Design ad7606_conv_seq, sky130hd; sources not shown.
Run 1, drive-strength map:
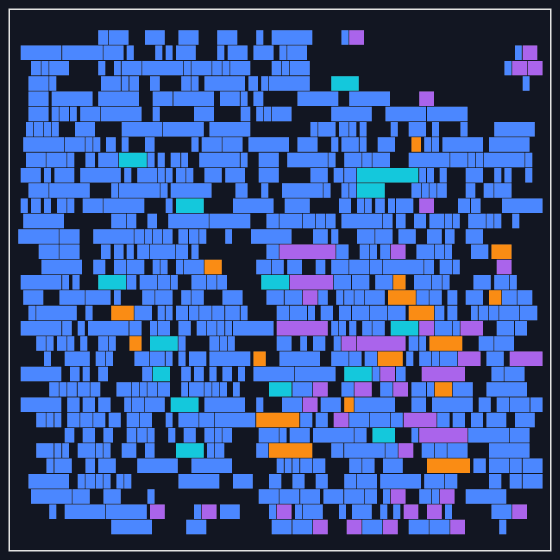
Purple shows drive 3 to 4, cells 40, share 6.0%. Orange shows drive 2, cells 17, share 2.5%. Blue shows drive 1 or less, cells 595, share 89%. Cyan shows drive 6 and up, cells 15, share 2.2%.
final worst setup slack: 0.0830 ns
Synth-to-Final Area Change: 27.7%
Non-clock buffers: 124

Run 1, congestion heat map:
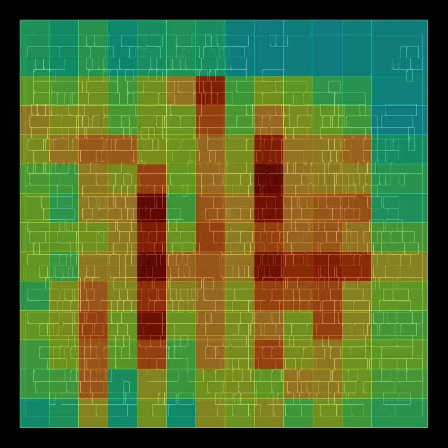
GR Util met1: 27.1%
met3 Usage GRT: 4.34%
overall fraction of global-route tracks in use: 23.4%

Run 1, gate families picked out:
The bar under the picture is 20 um long.
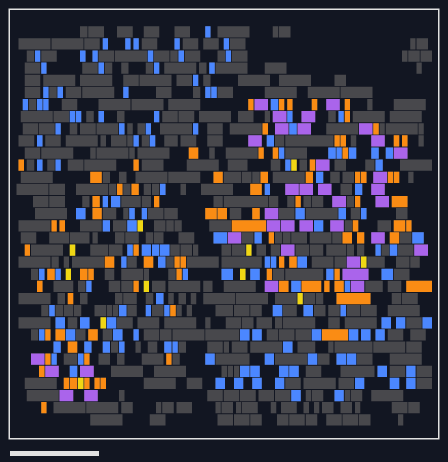
Purple shows XOR/XNOR gates, cells 36, most used xnor2_1. Yellow shows inverters, cells 11, most used inv_1. Orange shows NOR gates, cells 88, most used nor2_1. Blue shows NAND gates, cells 144, most used nand2_1, where all over the die.
post-route insts no fill: 772
fraction of area in multi-input gates: 47.7%

==> qor.yml, run 1 <==
outcome: "finished, final reports clean"
met2_usage_pct: 42.8
cpLargestDelayFamily: "simple AND/OR/NAND/NOR gates"
via_count: 4267
timing_worst_slew_pin_value_ns: 0.592
detail_route.wirelength_mm: 10.6
area_dominant_class: "multi-input combinational cells"
yosysWarnings: 0
enable_flop_cells: 0
gr-max-usage-layer: "met2"
max_freq_ghz: 0.311
clk_pin_slew_ns: 0.08
largestPowerGroup: "registers"
post-cts-setup-buffers: 0
top_cell_area_share_pct: 35.8
ir_drop_mv: 0.225
m1WireLength_mm: 4.46
worstHoldPathType: "flip-flop to flip-flop"
critical_path.cell_chain: "or4_4 -> or4_4 -> mux2i_2 -> xnor2_1 -> nor2_1 -> nand4_1 -> o41a_1 -> buf_6 -> buf_6 -> mux2i_1"
ff2ff_path_depth: 10
layout.comb_gates.multi_input: 437
post_drt_via_cell_ratio: 5.53
timing.max_cap.violations: 0
final_max_slew_viol_count: 0
fill_count: 720
netlist_logic_family_top: "simple AND/OR/NAND/NOR gates"
n_sequential_cell: 79
cell_row_count: 33
yosys-mux-area-fraction_pct: 5.24
ctsRootBufferMaster: "sky130_fd_sc_hd__clkbuf_8"
finalInstanceArea_um2: 5640
wl_met3_um: 513
power_report.internal_total_uw: 1540
hpwlAfterDp_mm: 7.61
fraction_of_power_consumed_by_sequential_logic_pct: 47.0
post_synth_main_area_contributors: "sky130_fd_sc_hd__dfxtp_1 (36%), sky130_fd_sc_hd__nand2_1 (5.9%), sky130_fd_sc_hd__a21oi_1 (5.1%)"
finalHoldViolCount: 0
power.share.combinational_pct: 17.8
setup_viol: 0
placedInstanceArea_um2: 5230
dieHeight_um: 96.0
final_net_count: 704
worst_path_max_delay_cell: "sky130_fd_sc_hd__or4_4"
path_depth: 10
nNonClkInverters: 11
core_area_um2: 8380
timing_worst_setup_path_type: "flip-flop to flip-flop"
switchingPower_uw: 603
dp_cells: 745
primary_ff_master_synth: "sky130_fd_sc_hd__dfxtp_1"
cts-resized-gates: 6
combinationalPower_uw: 382
htree_levels: 3
initialDrtViolationCount: 148
worstSkewPairLatency_ns: 0.36
netlist_top_cells_count: "sky130_fd_sc_hd__dfxtp_1 (79), sky130_fd_sc_hd__nand2_1 (70), sky130_fd_sc_hd__nor2_1 (56), sky130_fd_sc_hd__a21oi_1 (45), sky130_fd_sc_hd__nand2b_1 (34)"
final.period_utilization_pct: 97.5
synth-area-yosys_um2: 4420
## Run 2: what changed since run 1
--- a/config.mk
+++ b/config.mk
@@ -8,7 +8,7 @@
 export ABC_CLOCK_PERIOD_IN_PS = 3300
 export CAP_MARGIN = 20
 export CORE_UTILIZATION = 50
-export CTS_BUF_LIST = sky130_fd_sc_hd__clkbuf_8
+export CTS_BUF_LIST = sky130_fd_sc_hd__clkbuf_8 sky130_fd_sc_hd__clkbuf_16
 export DETAILED_ROUTE_END_ITERATION = 10
 export GPL_ROUTABILITY_DRIVEN = 0
 export GPL_TIMING_DRIVEN = 0
Run 2, clock distribution:
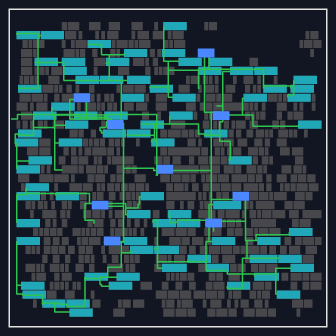
Green shows clock wires, length 996 um. Cyan shows flip-flops, count 79. Blue shows cells driving clock nets, count 9.
Position of the flops: all over the die. There are 10 routed clock nets.
clock latency at the later pin of the worst-skew pair: 0.36 ns
power consumed by the clock network: 756 uW

Run 2, gate families picked out:
The bar under the picture is 20 um long.
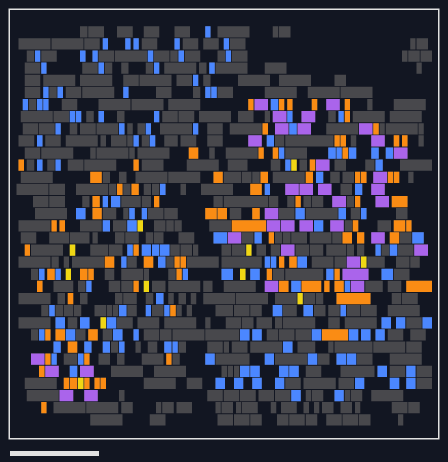
Orange shows NOR gates, cells 88, most used nor2_1. Yellow shows inverters, cells 11, most used inv_1. Blue shows NAND gates, cells 144, most used nand2_1, where all over the die. Purple shows XOR/XNOR gates, cells 36, most used xnor2_1.
leading cell type in the layout, fill and taps excluded: sky130_fd_sc_hd__dfxtp_1

Run 2, congestion heat map:
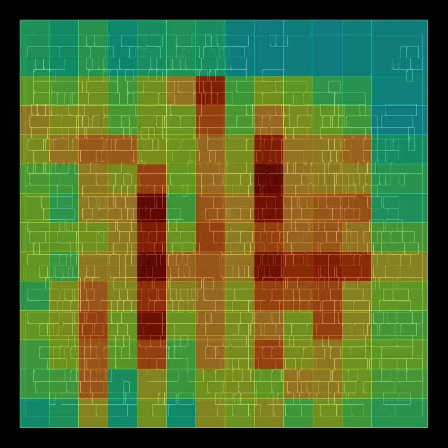
GR met2 Demand/Resource: 42.8%
Avg WL per Cell: 13.8 um

==> qor.yml, run 2 <==
outcome: "finished, final reports clean"
n_sequential_cell: 79  # unchanged
dieHeight_um: 96.0  # unchanged
worst_path_max_delay_cell: "sky130_fd_sc_hd__or4_4"
power.share.combinational_pct: 17.8  # about the same
gr-max-usage-layer: "met2"
top_cell_area_share_pct: 35.8  # unchanged
fraction_of_power_consumed_by_sequential_logic_pct: 47.0  # about the same
wl_met3_um: 513  # unchanged
area_dominant_class: "multi-input combinational cells"
post_drt_via_cell_ratio: 5.53  # unchanged
gr-usage-all-layers_pct: 23.4  # unchanged
timing_worst_slew_pin_value_ns: 0.592  # unchanged
placedInstanceArea_um2: 5230  # unchanged
critical_path.cell_chain: "or4_4 -> or4_4 -> mux2i_2 -> xnor2_1 -> nor2_1 -> nand4_1 -> o41a_1 -> buf_6 -> buf_6 -> mux2i_1"
initialDrtViolationCount: 148  # unchanged
layout.comb_gates.multi_input: 437  # unchanged
areaGrowthSynthToFinish_pct: 27.7  # unchanged
netlist_logic_family_top: "simple AND/OR/NAND/NOR gates"
primary_ff_master_synth: "sky130_fd_sc_hd__dfxtp_1"
ir_drop_mv: 0.225  # unchanged
core_area_um2: 8380  # unchanged
nNonClkInverters: 11  # unchanged
final.period_utilization_pct: 97.5  # unchanged
fill_count: 720  # unchanged
largestPowerGroup: "registers"
synth-area-yosys_um2: 4420  # unchanged
combinationalPower_uw: 382  # about the same
via_count: 4267  # unchanged
ff2ff_path_depth: 10  # unchanged
final_net_count: 704  # unchanged
ctsRootBufferMaster: "sky130_fd_sc_hd__clkbuf_8"
cts-resized-gates: 6  # unchanged
finalInstanceArea_um2: 5640  # unchanged
path_depth: 10  # unchanged
timing_worst_setup_path_type: "flip-flop to flip-flop"
setup_viol: 0  # unchanged
netlist_top_cells_count: "sky130_fd_sc_hd__dfxtp_1 (79), sky130_fd_sc_hd__nand2_1 (70), sky130_fd_sc_hd__nor2_1 (56), sky130_fd_sc_hd__a21oi_1 (45), sky130_fd_sc_hd__nand2b_1 (34)"
dp_cells: 745  # unchanged
grtUsageMet3_pct: 4.34  # unchanged
No activity file was given, so power comes from the tool's default toggle rates.
